run_1/io_placement.png
The bar under the picture is 50 um long. Pins as bars across the die edge, other pins in gray.
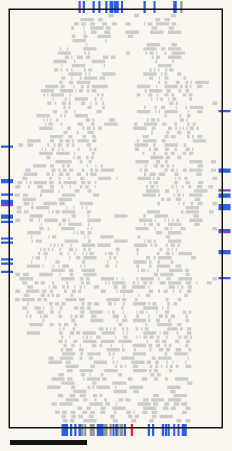
run_1/io_fan.png
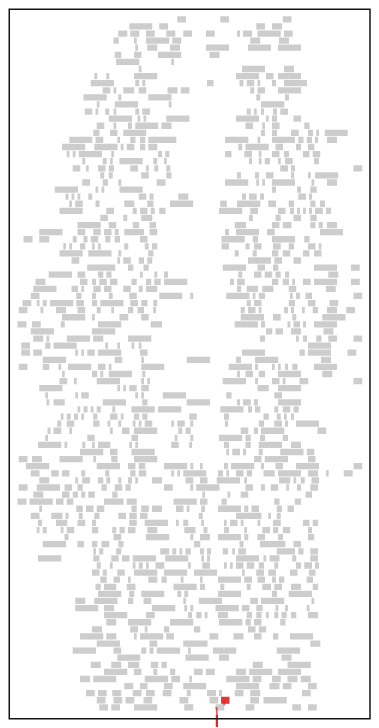
run_1/clocks.png
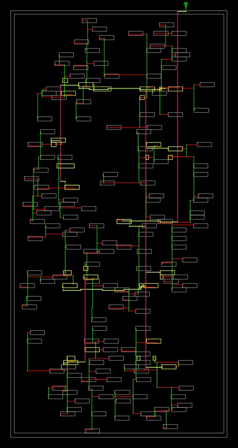
===== config.mk =====
export PLATFORM = sky130hd
export DESIGN_NAME = clk_lock_seq_flat
export DESIGN_NICKNAME = d
export VERILOG_FILES = /design/src/rtl/clk_lock_seq_if.sv /design/src/rtl/clk_lock_seq.sv /design/src/flat_wrapper.sv
export SDC_FILE = /design/constraint.sdc
export NUM_CORES = 1
export LEC_CHECK = 0
export ABC_AREA = 0
export CAP_MARGIN = 20
export CELL_PAD_IN_SITES_DETAIL_PLACEMENT = 1
export CELL_PAD_IN_SITES_GLOBAL_PLACEMENT = 1
export CORE_ASPECT_RATIO = 2
export CORE_MARGIN = 2
export CORE_UTILIZATION = 25
export DETAILED_ROUTE_END_ITERATION = 10
export PLACE_DENSITY_LB_ADDON = 0.25
export SLEW_MARGIN = 20
export SYNTH_ARGS = -nofsm -noshare
export SYNTH_HDL_FRONTEND = slang
export SYNTH_SLANG_ARGS = --single-unit
export TNS_END_PERCENT = 50

===== constraint.sdc =====
create_clock -name clk -period 8 [get_ports clk]
set_input_delay 1.6 -clock clk [delete_from_list [all_inputs] [get_ports clk]]
set_output_delay 1.6 -clock clk [all_outputs]
set_load 0.05 [all_outputs]

===== src/rtl/clk_lock_seq_if.sv =====
// Lock-sequencer signal bundle: PLL lock qualification in, reset/enable strobes and loss status out.
interface clk_lock_seq_if #(
  parameter int N_CH   = 4,
  parameter int DIV_W  = 16,
  parameter int LOSS_W = 8
);
  logic                    lock_in;
  logic [N_CH*DIV_W-1:0]   div_ratio;
  logic                    clr_lost;
  logic                    rst_out;
  logic                    locked;
  logic [N_CH-1:0]         ce;
  logic                    lock_lost;
  logic [LOSS_W-1:0]       loss_cnt;

  modport slave  (input lock_in, div_ratio, clr_lost,
                  output rst_out, locked, ce, lock_lost, loss_cnt);
  modport master (output lock_in, div_ratio, clr_lost,
                  input rst_out, locked, ce, lock_lost, loss_cnt);
endinterface


===== src/rtl/clk_lock_seq.sv =====
// PLL lock qualifier: synchronises lock, holds downstream reset until lock is stable,
// then emits per-channel divided clock-enable strobes and tracks lock-loss events.
module clk_lock_seq_ch #(
  parameter int DIV_W = 16
) (
  input  logic             clk,
  input  logic             reset,
  input  logic             run_entry,
  input  logic             run,
  input  logic [DIV_W-1:0] ratio_in,
  output logic             ce
);
  logic [DIV_W-1:0] ratio_q, ratio_d, cnt_q, cnt_d;

  always_comb begin
    ce      = run && (ratio_q != '0) && (cnt_q == ratio_q - DIV_W'(1));
    ratio_d = ratio_q;
    cnt_d   = '0;
    // Ratio is only sampled on run entry so mid-run edits cannot glitch the phase.
    if (run_entry)                          ratio_d = ratio_in;
    else if (run && ratio_q != '0 && !ce)   cnt_d   = cnt_q + DIV_W'(1);
  end

  always_ff @(posedge clk or posedge reset) begin
    if (reset) begin
      ratio_q <= '0;
      cnt_q   <= '0;
    end else begin
      ratio_q <= ratio_d;
      cnt_q   <= cnt_d;
    end
  end
endmodule

module clk_lock_seq #(
  parameter int N_CH       = 4,
  parameter int DIV_W      = 16,
  parameter int STABLE_CYC = 1024,
  parameter int LOSS_W     = 8
) (
  input  logic           clk,
  input  logic           reset,
  clk_lock_seq_if.slave  bus
);
  localparam int SC_W = (STABLE_CYC > 2) ? $clog2(STABLE_CYC) : 1;

  typedef enum logic [1:0] {S_WAIT, S_STAB, S_RUN, S_LOST} state_t;

  state_t            state_q, state_d;
  logic              sync1_q, lock_s_q;
  logic [SC_W-1:0]   stab_q, stab_d;
  logic              rst_out_q, rst_out_d;
  logic              locked_q, locked_d;
  logic              lock_lost_q, lock_lost_d;
  logic [LOSS_W-1:0] loss_q, loss_d;
  logic              run, run_entry;
  logic [N_CH-1:0]   ce_w;

  always_comb begin
    state_d     = state_q;
    stab_d      = stab_q;
    loss_d      = loss_q;
    lock_lost_d = bus.clr_lost ? 1'b0 : lock_lost_q;
    case (state_q)
      S_WAIT: begin
        stab_d = '0;
        if (lock_s_q) state_d = S_STAB;
      end
      S_STAB: begin
        // A dropped lock outranks completion and restarts qualification.
        if (!lock_s_q) begin
          state_d = S_WAIT;
          stab_d  = '0;
        end else if (stab_q == SC_W'(STABLE_CYC-1)) begin
          state_d = S_RUN;
          stab_d  = '0;
        end else begin
          stab_d = stab_q + SC_W'(1);
        end
      end
      S_RUN: begin
        stab_d = '0;
        if (!lock_s_q) state_d = S_LOST;
      end
      S_LOST: begin
        state_d     = S_WAIT;
        lock_lost_d = 1'b1;
        if (loss_q != '1) loss_d = loss_q + LOSS_W'(1);
      end
      default: state_d = S_WAIT;
    endcase
    rst_out_d = (state_d != S_RUN);
    locked_d  = (state_d == S_RUN);
  end

  always_ff @(posedge clk or posedge reset) begin
    if (reset) begin
      state_q     <= S_WAIT;
      sync1_q     <= 1'b0;
      lock_s_q    <= 1'b0;
      stab_q      <= '0;
      rst_out_q   <= 1'b1;
      locked_q    <= 1'b0;
      lock_lost_q <= 1'b0;
      loss_q      <= '0;
    end else begin
      state_q     <= state_d;
      sync1_q     <= bus.lock_in;
      lock_s_q    <= sync1_q;
      stab_q      <= stab_d;
      rst_out_q   <= rst_out_d;
      locked_q    <= locked_d;
      lock_lost_q <= lock_lost_d;
      loss_q      <= loss_d;
    end
  end

  assign run       = (state_q == S_RUN);
  assign run_entry = (state_d == S_RUN) && !run;

  for (genvar i = 0; i < N_CH; i++) begin : g_ch
    clk_lock_seq_ch #(.DIV_W(DIV_W)) u_ch (
      .clk       (clk),
      .reset     (reset),
      .run_entry (run_entry),
      .run       (run),
      .ratio_in  (bus.div_ratio[i*DIV_W +: DIV_W]),
      .ce        (ce_w[i])
    );
  end

  assign bus.rst_out   = rst_out_q;
  assign bus.locked    = locked_q;
  assign bus.ce        = ce_w;
  assign bus.lock_lost = lock_lost_q;
  assign bus.loss_cnt  = loss_q;
endmodule


===== src/flat_wrapper.sv =====
// flat-port wrapper written by rule: the top's interface ports become plain ports
module clk_lock_seq_flat 
#(
  parameter int N_CH       = 4,
  parameter int DIV_W      = 16,
  parameter int STABLE_CYC = 1024,
  parameter int LOSS_W     = 8
)
  (clk, reset, bus_lock_in, bus_div_ratio, bus_clr_lost, bus_rst_out, bus_locked, bus_ce, bus_lock_lost, bus_loss_cnt);
  clk_lock_seq_if #(.N_CH(N_CH), .DIV_W(DIV_W), .LOSS_W(LOSS_W)) bus_i ();
  input  logic clk;
  input  logic reset;
  input wire logic [$bits(bus_i.lock_in)-1:0] bus_lock_in;
  input wire logic [$bits(bus_i.div_ratio)-1:0] bus_div_ratio;
  input wire logic [$bits(bus_i.clr_lost)-1:0] bus_clr_lost;
  output wire logic [$bits(bus_i.rst_out)-1:0] bus_rst_out;
  output wire logic [$bits(bus_i.locked)-1:0] bus_locked;
  output wire logic [$bits(bus_i.ce)-1:0] bus_ce;
  output wire logic [$bits(bus_i.lock_lost)-1:0] bus_lock_lost;
  output wire logic [$bits(bus_i.loss_cnt)-1:0] bus_loss_cnt;
  assign bus_i.lock_in = bus_lock_in;
  assign bus_i.div_ratio = bus_div_ratio;
  assign bus_i.clr_lost = bus_clr_lost;
  assign bus_rst_out = bus_i.rst_out;
  assign bus_locked = bus_i.locked;
  assign bus_ce = bus_i.ce;
  assign bus_lock_lost = bus_i.lock_lost;
  assign bus_loss_cnt = bus_i.loss_cnt;
  clk_lock_seq #(.N_CH(N_CH), .DIV_W(DIV_W), .STABLE_CYC(STABLE_CYC), .LOSS_W(LOSS_W)) u_core (.clk(clk), .reset(reset), .bus(bus_i));
endmodule

==> run summary, run 1 <==
outcome: completed
Yosys top cell area share: 42.5%
WS Path Type: reg -> out
Yosys cell types: 73
CP Cell Sequence: or4_1 -> o31a_1 -> or4_4 -> a2111oi_4 -> o2111a_4 -> and2_1 -> clkdlybuf4s50_1
Insertion Delay late pin: 0.45 ns
CP Capture Type: primary output
largest net degree at the start of global routing: 95
critical path depth in cells: 7
Startpoint Class: register
Final Hold Violating Endpoints: 0
nets@finish: 1,080
post-CTS sizing: 0
Combinational Power Share: 3.3%
Synth area leaders: dfrtp_1 43%, xnor2_1 8.7%, mux2_2 6.8%, xor2_1 5.3%, nand2_1 4.2%
Power per Cell Area: 153 mW/mm2
tap cells: 450
Sw Share: 22.6%
DRT met1 WL: 9310 um
gpl congestion: 0.789
top_reg_cell synth: dfrtp_1
initial DRC count: 252
gr usage total: 15.0%
Int Pwr: 1280 uW
1st-pass router iterations: 4
final wirelength: 26,100 um
bufs w/o clock: 91
cells after synthesis: 931
Psw: 372 uW
Layout fillers: 4,075
Boundary Pins: 83
WL met2: 15,500 um
crit path DAT: 4.18 ns
Clock power frac: 49.7%
sequential power share: 47.0%
number of global-route vias before repair: 7,975
Rel. slew slack: 31.2%
synth cell count leaders: 152 x dfrtp_1, 100 x nand2_1, 89 x xnor2_1
Async SR Flop Fraction: 100%
M2 GR Usage: 29.8%
grt met3 use: 2.05%
Core Util at FP: 25.2%
Flop Count: 153
top-count cell post-synth: dfrtp_1
max-cap violations: 0
Post-synth regs: 153
register area: 0.00383 mm2
global-route wire length before repair: 43,100 um
Worst Setup SP: u_core.g_ch[2].u_ch.ratio_q[2]
total number of yosys warnings: 0
worst vdd rail ir drop: 0.000156 V
post-place setup slack: 2.66 ns
Layout clock buffers: 20
Inverters excl. clock: 22
count of tool warnings: 30
Slew Viols, Final: 0
total negative setup slack: 0 ns
worst-margin pin slew: 1.02 ns
initial antenna violation count: 1
core area: 0.0356 mm2
ys cells: 931
Static Leak: 0.00472 uW
Reg2Reg Depth: 8
row count: 98
slowest stage delay, CP: 0.81 ns
Overflow after GRT: 0
post-CTS setup buffer count: 0
# DRC: 0
H-tree depth: 4
clock root buffer: clkbuf_16
Top Layer Used: met4
sequential cell area share: 35.4%
Top Layout Cells: 152 x dfrtp_1, 100 x nand2_1, 89 x xnor2_1, 82 x clkdlybuf4s50_1, 79 x nor2_1
worst min-delay path class: reg -> reg
ant diodes: 1
Syn Nets: 1,013
Clock Path Buffers: 2
Syn Area/Cell: 9.61 um2
launch point of the worst reg-to-reg path: u_core.g_ch[0].u_ch.ratio_q[0]
logic share of the area: 44.7%
Post-DRT Antenna Nets: 0
CP top delay family: simple AND/OR/NAND/NOR gates
Area growth syn-to-layout: 20.9%
Setup-failing EPs final: 0
WL/cell: 17.8 um
Hold Path Stages: 0
final core utilization: 30.4%
summed standard-cell area reported by yosys: 0.00894 mm2
gr busiest metal: met2
share of cells above drive strength 1: 12.3%
routed vias/inst: 4.82
RSZ-0062 raised after global routing: false
Top Registers: u_core.g_ch.u_ch.cnt_q: 64 flops, u_core.g_ch.u_ch.ratio_q: 64 flops, u_core.stab_q: 10 flops
mapped cell area: 0.00894 mm2
via count: 7,051
DP Area: 0.0102 mm2
Comb gates: 713
NonClk Buf Share: 8.40%
final worst-path cycle share: 72.2%
multi-input logic area: 0.00484 mm2
Critical Path RT: 6.40 ns
Worst R2R Setup Slack: 4.80 ns
area leader, netlist: dfrtp_1
clk cell area share: 5.38%
Critical R2R Capture: u_core.g_ch[0].u_ch.cnt_q[1]
Hold Path Origin: u_core.sync1_q
post-route cell area: 0.0108 mm2
GRT met1 Usage: 14.8%
die area: 0.0374 mm2
hold_buf cts: 0
min cycle time layout: 5.78 ns
CP max-delay cell: clkdlybuf4s50_1
Max Clk Rate: 0.173 GHz
most frequent logic cell in the layout: dfrtp_1
largest cell class by area: multi-input combinational cells
Hold Path Sink: u_core.lock_s_q
CTS tree: built
post-detail-place hpwl: 19,300 um
Hold WS: 0.352 ns
Die W: 138 um
met3 wire length: 420 um
Post-synth seq share: 42.8%
Worst-path clk slew: 0.06 ns
CP endpoint: bus_ce[2]
CP Max Fanout: 17
CP Buf/Inv Count: 1
EDFF count, synth: 0
Final Worst Setup Slack: 2.22 ns
About io_placement.png:
legend:
  red:
    port: reset
    pins: 1
    direction: input
    edge: south
  purple:
    port: bus_ce
    pins: 4
    direction: output
    edge: 2 east, 1 north, 1 west
  blue:
    port: bus_div_ratio
    pins: 64
    direction: input
    edge: 24 south, 14 west, 14 north, 12 east
all pins by edge: 38 south, 16 north, 15 west, 14 east
PortBufs: 82
Die H: 272 um

About io_fan.png:
legend:
  red:
    port: reset
    bits: 1
    direction: input
    edge: south
    end_cells: 1
    buffers: 1
    wire: 6.10 um

About clocks.png:
Clock Skews: 0.00943 ns
clk sinks: 153
number of buffers created by CTS: 17

-- run 1: metrics by stage --
step           total power (uW)  instances
3_5_place_dp                847       1428
5_1_grt                    1720       1462
4_1_cts                    1680       1460
2_1_floorplan               804        931
6_report                   1650       1462
3_3_place_gp                847       1428
-- run 1: power by group through the flow --
| stage | registers [uW] | logic (uW) | clock network [uW] |
|---|---|---|---|
| after global placement | 791 | 56.0 | 0 |
| after floorplan | 790 | 13.7 | 0 |
| after detailed placement | 791 | 56.2 | 0 |
| after global routing | 776 | 59.7 | 882 |
| final | 776 | 53.7 | 820 |
| after CTS | 776 | 56.6 | 850 |
-- run 1: kinds of logic after synthesis --
group	share of synthesized area [%]
buf+inv	3.25
flops	42.8
compound gates	8.30
mux	6.91
simple gates	22.8
xor+xnor	14.0
fa+ha+maj	1.96
run_1/metal_density.png
The die is cut into 14 by 27 equal tiles; white is low, dark blue is high, scaled to the fullest tile. Values are wire area over tile area, all layers added.
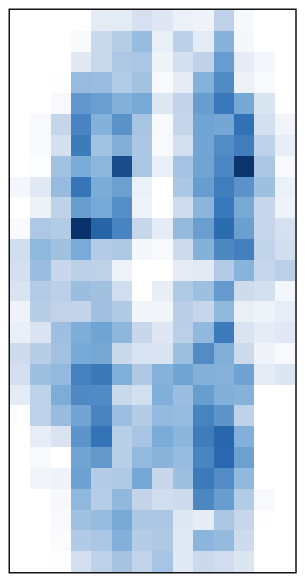

## Run 2: what changed since run 1
clock period = 4.8 ns   (was 8 ns; I/O delays follow)
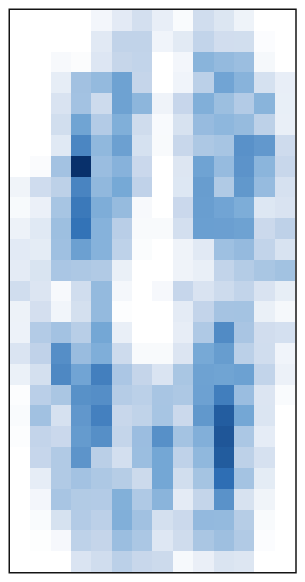
run_2/metal_density.png
The die is cut into 14 by 27 equal tiles; white is low, dark blue is high, scaled to the fullest tile. Values are wire area over tile area, all layers added.
nearly empty tiles: 16%
mean over tiles: 0.11
fullest tile: 0.42
tiles over half the peak: 14%

==> run summary, run 2 <==
EDFF count, synth: 0 (unchanged)
Adders+Majority by Area: 1.96% (unchanged)
Syn Area/Cell: 9.61 um2 (unchanged)
Hold Path Stages: 0 (unchanged)
initial antenna violation count: 0 (-1)
xor/xnor share: 14.0% (unchanged)
mapped cell area: 0.00894 mm2 (unchanged)
WL met2: 15,300 um (-1.7%)
Slew Viols, Final: 0 (unchanged)
aoi share: 8.29% (unchanged)
CP Capture Type: primary output
1st-pass router iterations: 4 (unchanged)
Worst Setup SP: u_core.g_ch[0].u_ch.ratio_q[0]
critical path depth in cells: 10 (+3)
Clock Path Buffers: 2 (unchanged)
Psw: 630 uW (+69%)
CP top delay family: buffers and inverters
CP Cell Sequence: inv_1 -> ha_1 -> nor3b_1 -> buf_4 -> a311o_1 -> o21ai_0 -> o311ai_0 -> a211oi_1 -> and2_1 -> clkdlybuf4s50_1
RSZ-0062 raised after global routing: false
summed standard-cell area reported by yosys: 0.00894 mm2 (unchanged)
die area: 0.0374 mm2 (unchanged)
Top Layout Cells: 152 x dfrtp_1, 100 x nand2_1, 89 x xnor2_1, 79 x nor2_1, 79 x clkdlybuf4s50_1
Core Util at FP: 25.2% (unchanged)
Die W: 138 um (unchanged)
Die H: 272 um (unchanged)
worst vdd rail ir drop: 0.000239 V (+53%)
gr usage total: 14.9% (-0.057 points)
total chip power: 2840 uW (+72%)
crit path DAT: 3.55 ns (-0.63 ns)
core area: 0.0356 mm2 (unchanged)
post-detail-place hpwl: 19,400 um (+0.58%)
launch point of the worst reg-to-reg path: u_core.g_ch[2].u_ch.ratio_q[2]
sequential power share: 45.5% (-1.5 points)
DP Area: 0.0103 mm2 (+0.83%)
clk sinks: 153 (unchanged)
DRT met1 WL: 9180 um (-1.4%)
Hold Path Sink: u_core.lock_s_q
clock root buffer: clkbuf_16
Syn Nets: 1,013 (unchanged)
Boundary Pins: 83 (unchanged)
Max Clk Rate: 0.222 GHz
Top logic family: simple AND/OR/NAND/NOR gates
Logic power comb: 91.8 uW (+71%)
Clock power frac: 51.3% (+1.6 points)
H-tree depth: 4 (unchanged)
Area growth syn-to-layout: 21.9%
worst min-delay path class: reg -> reg
total negative setup slack: 0 ns (unchanged)
Int Pwr: 2210 uW (+73%)
Final Hold Violating Endpoints: 0 (unchanged)
Yosys top cell area share: 42.5% (unchanged)
share of cells above drive strength 1: 13.0% (+0.70 points)
initial DRC count: 200 (-21%)
clk pwr: 1460 uW (+78%)
CTS tree: built
Setup-failing EPs final: 0 (unchanged)
Top Registers: u_core.g_ch.u_ch.cnt_q: 64 flops, u_core.g_ch.u_ch.ratio_q: 64 flops, u_core.stab_q: 10 flops
area leader, netlist: dfrtp_1
max-cap violations: 0 (unchanged)
met3 wire length: 462 um (+10%)
number of buffers created by CTS: 17 (unchanged)
ant diodes: 0 (-1)
ys cells: 931 (unchanged)
row count: 98 (unchanged)
most frequent logic cell in the layout: dfrtp_1
nets@finish: 1,087 (+0.65%)
Insertion Delay late pin: 0.44 ns (about the same)
post-route cell area: 0.0109 mm2 (+0.89%)
Max power group: the clock network
CP endpoint: bus_ce[0]
simple logic cell fraction of the synthesized area: 22.8% (unchanged)
count of tool warnings: 30 (unchanged)
gpl congestion: 0.806 (+2.1%)
worst-margin pin slew: 1.03 ns (+0.0122 ns)
GRT met1 Usage: 14.7% (-0.081 points)
largest net degree at the start of global routing: 78 (-18%)
CP Max Fanout: 7 (-10)
Clock Skews: 0.0102 ns (+0.000768 ns)
gr busiest metal: met2
outcome: completed
total number of yosys warnings: 0 (unchanged)
CP Buf/Inv Count: 3 (+2)
Async SR Flop Fraction: 100% (unchanged)
Power per Cell Area: 261 mW/mm2 (+71%)
Sw Share: 22.2% (-0.39 points)
grt met3 use: 1.85% (-0.21 points)
sequential power: 1290 uW (+66%)
Combinational Power Share: 3.2% (about the same)
Reg2Reg Depth: 7 (-1)
Layout fillers: 4,037 (-0.93%)
top_reg_cell synth: dfrtp_1
Synth area leaders: dfrtp_1 43%, xnor2_1 8.7%, mux2_2 6.8%, xor2_1 5.3%, nand2_1 4.2%
[run 2: cell counts after synthesis]
Identical to the previous run, type by type.
[run 2: metrics by stage]
stage          cells  worst slack (ns)  hold slack (ns)  util, %
3_3_place_gp    1436             0.846            0.337     28.9
2_1_floorplan    931             0.987            0.331        -
5_1_grt         1468            0.0690            0.365     30.7
4_1_cts         1468             0.259            0.352     30.7
3_5_place_dp    1436             0.751            0.336     28.9
6_report        1468             0.293            0.349     30.7
[run 2: cell type report]
cell class / instances / area (um2) / area share (%)
clock buffer: 21 / 470 / 4.31
sequential: 153 / 3830 / 35.1
multi-input combinational: 713 / 4830 / 44.3
clock inverter: 11 / 159 / 1.46
inverter: 22 / 86.3 / 0.792
tap: 450 / 563 / 5.16
timing repair buffer: 98 / 971 / 8.90
No activity file was given, so power comes from the tool's default toggle rates.
